<file path="src/rtl/out_port_uart_tx.sv">
// Serial transmitter for the memory-mapped output word.
// Captures every change of OUT_IN into a one-deep holding register and sends
// it as a frame: start bit (0), WIDTH data bits LSB first, stop bit (1).
//
//   state   | meaning
//   --------+-----------------------------------------------
//   S_IDLE  | line high, waiting for a pending value
//   S_START | start bit, line low for CLKS_PER_BIT cycles
//   S_DATA  | data bits, shift[0] on the line
//   S_STOP  | stop bit, line high for CLKS_PER_BIT cycles
module out_port_uart_tx #(
    parameter int WIDTH        = 8,
    parameter int CLKS_PER_BIT = 16
) (
    input  logic             CLOCK,
    input  logic             RESET,
    input  logic [WIDTH-1:0] OUT_IN,
    input  logic             CLEAR_OVERRUN,
    output logic             TX,
    output logic             BUSY,
    output logic             OVERRUN
);

    localparam int CW = (CLKS_PER_BIT > 1) ? $clog2(CLKS_PER_BIT) : 1;
    localparam int BW = (WIDTH > 1) ? $clog2(WIDTH) : 1;
    localparam logic [CW-1:0] CLK_LAST = CW'(CLKS_PER_BIT - 1);
    localparam logic [BW-1:0] BIT_LAST = BW'(WIDTH - 1);

    typedef enum logic [1:0] {S_IDLE, S_START, S_DATA, S_STOP} state_t;

    state_t           state, state_nx;
    logic [WIDTH-1:0] prev;
    logic [WIDTH-1:0] hold, hold_nx;
    logic [WIDTH-1:0] shift, shift_nx;
    logic             pend, pend_nx;
    logic [BW-1:0]    bitcnt, bitcnt_nx;
    logic [CW-1:0]    clkcnt, clkcnt_nx;
    logic             ovr_nx;
    logic             tx_nx;
    logic             change;
    logic             consume;
    logic             clk_last;

    assign change   = (OUT_IN != prev);
    assign consume  = (state == S_IDLE) && pend;
    assign clk_last = (clkcnt == CLK_LAST);
    assign BUSY     = (state != S_IDLE) || pend;

    // Change detect, one-deep buffer and sticky overrun; a same-edge consume
    // hands the old hold to the shifter so the new value is not an overrun.
    always_comb begin
        hold_nx = hold;
        pend_nx = pend;
        if (change) begin
            hold_nx = OUT_IN;
            pend_nx = 1'b1;
        end else if (consume) begin
            pend_nx = 1'b0;
        end
        ovr_nx = (OVERRUN && !CLEAR_OVERRUN) || (change && pend && !consume);
    end

    // Frame sequencer; TX is computed from the next state so the line is registered.
    always_comb begin
        state_nx  = state;
        shift_nx  = shift;
        bitcnt_nx = bitcnt;
        clkcnt_nx = clkcnt;
        tx_nx     = 1'b1;
        case (state)
            S_IDLE: begin
                if (pend) begin
                    state_nx  = S_START;
                    shift_nx  = hold;
                    clkcnt_nx = '0;
                    tx_nx     = 1'b0;
                end
            end
            S_START: begin
                tx_nx = 1'b0;
                if (clk_last) begin
                    state_nx  = S_DATA;
                    bitcnt_nx = '0;
                    clkcnt_nx = '0;
                    tx_nx     = shift[0];
                end else begin
                    clkcnt_nx = clkcnt + CW'(1);
                end
            end
            S_DATA: begin
                tx_nx = shift[0];
                if (clk_last) begin
                    clkcnt_nx = '0;
                    if (bitcnt == BIT_LAST) begin
                        state_nx = S_STOP;
                        tx_nx    = 1'b1;
                    end else begin
                        shift_nx  = shift >> 1;
                        bitcnt_nx = bitcnt + BW'(1);
                        tx_nx     = shift_nx[0];
                    end
                end else begin
                    clkcnt_nx = clkcnt + CW'(1);
                end
            end
            S_STOP: begin
                tx_nx = 1'b1;
                if (clk_last) begin
                    state_nx  = S_IDLE;
                    clkcnt_nx = '0;
                end else begin
                    clkcnt_nx = clkcnt + CW'(1);
                end
            end
            default: state_nx = S_IDLE;
        endcase
    end

    // State and datapath registers; reset forces the line high at once.
    always_ff @(posedge CLOCK or negedge RESET) begin
        if (!RESET) begin
            state   <= S_IDLE;
            prev    <= '0;
            hold    <= '0;
            pend    <= 1'b0;
            shift   <= '0;
            bitcnt  <= '0;
            clkcnt  <= '0;
            OVERRUN <= 1'b0;
            TX      <= 1'b1;
        end else begin
            state   <= state_nx;
            prev    <= OUT_IN;
            hold    <= hold_nx;
            pend    <= pend_nx;
            shift   <= shift_nx;
            bitcnt  <= bitcnt_nx;
            clkcnt  <= clkcnt_nx;
            OVERRUN <= ovr_nx;
            TX      <= tx_nx;
        end
    end

endmodule

</file>
<file path="config.mk">
export PLATFORM = sky130hd
export DESIGN_NAME = out_port_uart_tx
export DESIGN_NICKNAME = d
export VERILOG_FILES = /design/src/rtl/out_port_uart_tx.sv
export SDC_FILE = /design/constraint.sdc
export NUM_CORES = 1
export LEC_CHECK = 0
export CORE_ASPECT_RATIO = 1.2
export CORE_UTILIZATION = 56
export DETAILED_ROUTE_END_ITERATION = 12
export PLACE_DENSITY = 0.81
export SLEW_MARGIN = 25
export SYNTH_ARGS = -nofsm -noshare
export SYNTH_HDL_FRONTEND = slang
export SYNTH_SLANG_ARGS = --single-unit
</file>
<file path="constraint.sdc">
create_clock -name CLOCK -period 2.36 [get_ports CLOCK]
set_input_delay 0.708 -clock CLOCK [delete_from_list [all_inputs] [get_ports CLOCK]]
set_output_delay 0.708 -clock CLOCK [all_outputs]
set_load 0.05 [all_outputs]
</file>
==> metrics.yaml <==
post-synth-top-count-cell: "dfrtp_1"
final.setup_skew_ns: 0.01136
groute.layer.met3.usage_pct: 8.273
synth-warning-count: 0
final_max_slew_viol_count: 0
clk_pin_slew_ns: 0.11
path_buffers: 3
critical_path.top_delay_family: "flip-flops"
remaining_drcs: 0
htreeDepth: 2
yosys.cell_types.count: 30
num_rows: 21
drive_above_1_share_pct: 29.11
clk-insertion-delay-late_ns: 0.34
slowest_delay_ns: 0.43
warning_count: 30
fmaxAchievable_mhz: 453.0
hold_end: "clkcnt[3]$_DFFE_PN0P_"
nets: 176
core_area_sq_um: 2838
biggestRegsByFlops: "hold: 8 flops, prev: 8 flops, shift: 8 flops"
placed_cell_area_sq_um: 1882
enable_flop_cells: 0
synth_top_cell_by_area: "dfrtp_1"
ctsRootBufferMaster: "clkbuf_4"
gp_routability_congestion: 0.7214
initial_utilization_pct: 60.01
tritoncts_num_sinks: 36
largest_net_degree_at_the_start_of_global_routing: 37
worstSetupStartpointType: "register"
cp_max_fo: 4
met3WireLength_um: 88
setup_viol: 0
drv.max_cap_violation_count: 0
synth_flop_count: 36
finish.utilization_pct: 69.22
hpwl_after_dpl_um: 2034
layout.cells.non_filler: 192
drt-pass1-iter-count: 4
first_global_vias: 1115
setup_tns_final_ns: 0
cts.repair_timing.setup_buffer_count: 0
capture_point_of_the_worst_reg_to_reg_path: "shift[0]$_DFFE_PN0P_"
power_density_nw_per_um2: 589.1
post_synth_mux_area_share_pct: 16.09
filler_cell_count: 221
post_synth_main_logic_family: "multiplexers"
use_met2_pct: 31.49
route.antenna.remaining_nets: 0
routed.top_layer: "met4"
drt-wirelength-per-cell_um: 14.93
post_synth_instance_area_sq_um: 1703
layout_setup_ws_ns: 0.1527
power.ir.vdd_worst_mv: 0.6383
grt_setup_unrepaired: "false"
yosysCellCount: 136
cts_max_path_buffers: 2
tritoncts: "built"
hold-worst-slack_ns: 0.4990
hold_wc_path_type: "register to register"
design_power_total_w: 0.001157
report.final.hold_viol_count: 0
timing.reg2reg.worst_path_depth: 6
post_synthesis_net_count: 155
leakagePower_nw: 0.8532
netlist_top_cells_count: "dfrtp_1, mux2_2, nand2_1, o21ai_0"
hold_path_depth: 1
gr-total-overflow: 0
post_synth_main_area_contributors: "dfrtp_1, mux2_2, ha_1"
setup.reg_to_reg.worst_slack_ns: 0.26
first_iter_violations: 18
setup.worst_path.end_class: "output port"
critical_path_cell_count: 5
post_cts_resize_count: 0
routed-wl-met2_um: 1479
layout.area.comb_sq_um: 762.0
seq_area_frac_synth_pct: 52.98
worst_slew_margin_rel_pct: 67.09
chip_area_sq_um: 3266
reg2reg_from: "state[0]$_DFFE_PN0P_"
layout.cells.most_common_list: "dfrtp_1, mux2_2, nand2_1, clkdlybuf4s50_1, o21ai_0"
cpMostUsedCell: "inv_1"
post_synthesis_cells: 136
die_x_size_um: 52.34
total_routed_wire_length_on_the_met1_layer_um: 1285
preCtsSetupSlack_ns: 0.06693
path_cells: "inv_1 -> ha_1 -> nor2b_2 -> inv_1 -> buf_4"
yosys_most_used_dff: "dfrtp_1"
syn_avg_cell_area_sq_um: 12.52
final_worst_path_period_need_ns: 2.207
critical_path_required_ns: 1.65
synth-xor-area-share_pct: 4.115
critical_path.endpoint: "BUSY"
hold_buffers: 0
synth-async-reset-ratio_pct: 100.0
synth_compound_gate_area_share_pct: 9.258
timing_worst_setup_path_type: "register to output port"
cts_made_buffers: 5
synth_adder_area_share_pct: 5.878
die_h_um: 62.41
outcome: "completed"
grt_use_total_pct: 20.97
busiest_layer: "met2"
worstSetupStartpoint: "state[0]$_DFFE_PN0P_"
tightest_slew_ns: 0.4921
antennaDiodeCount: 0
synth_largest_type_area_fraction_pct: 51.43
post-place-cells: 184
yosys_area_sq_um: 1703
number_of_antenna_violations_at_the_first_check_in_global_routing: 0
final_layout_top_logic_cell: "dfrtp_1"
area_occupied_by_registers_sq_um: 902.1
area_growth_from_synthesis_to_final_layout_pct: 15.36
finalInstanceArea_sq_um: 1964
grt_first_pass_wirelength_um: 4954
fin_crit_sh_pct: 93.53
critical-path-slowest-cell: "dfrtp_1"
synthSimpleGateAreaFrac_pct: 9.258
hold_start: "clkcnt[3]$_DFFE_PN0P_"
post_drt_via_cell_ratio: 5.698
arrival_ns: 1.50
==> layout make-up <==
| cell class | instances | area share, % |
|---|---|---|
| Clock buffer | 5 | 1.911 |
| Clock inverter | 3 | 2.166 |
| Sequential cell | 36 | 45.92 |
| Tap cell | 34 | 2.166 |
| Inverter | 4 | 0.7643 |
| Timing Repair Buffer | 18 | 8.280 |
| Multi-Input combinational cell | 92 | 38.79 |
==> power by group <==
part / switching [W] / total [W] / leakage (nW) / internal [W]
Clock: 0.000213 / 0.000434 / 0.0412 / 0.000221
Sequential: 0.0000111 / 0.000649 / 0.428 / 0.000638
Combinational: 0.0000329 / 0.0000743 / 0.384 / 0.0000414
Total: 0.000257 / 0.00116 / 0.853 / 0.000900
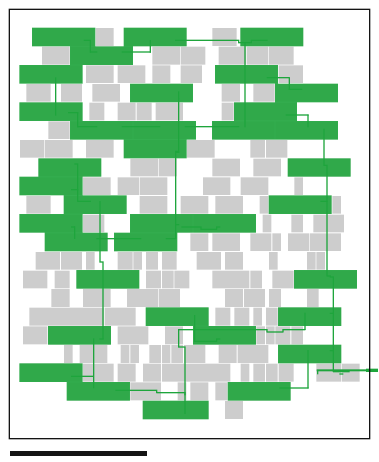
port_nets.png
Scale bar: 20 um.
Green is RESET, bits 1, direction input, edge right, end cells 36, buffers 2, wire 263 um.
number of buffers added on ports: 13
number of primary I/O pins: 14

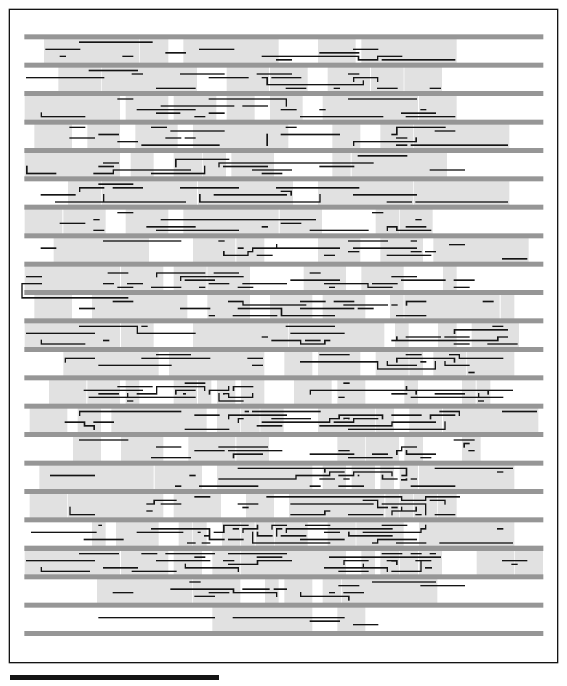
met1.png
Scale bar: 20 um. Supply wires on this layer in grey.
The longest straight run is 19.3 um. The wires run mostly horizontal. The layer holds 45% of the routed length. The layer carries 1290 um of wire. 157 nets have wire on it.
DRT Wirelength: 2866 um
met1 global-route usage: 26.58%
detailed-route via count: 1094

Power figures rest on the tool's default switching activity, not on a simulated workload.
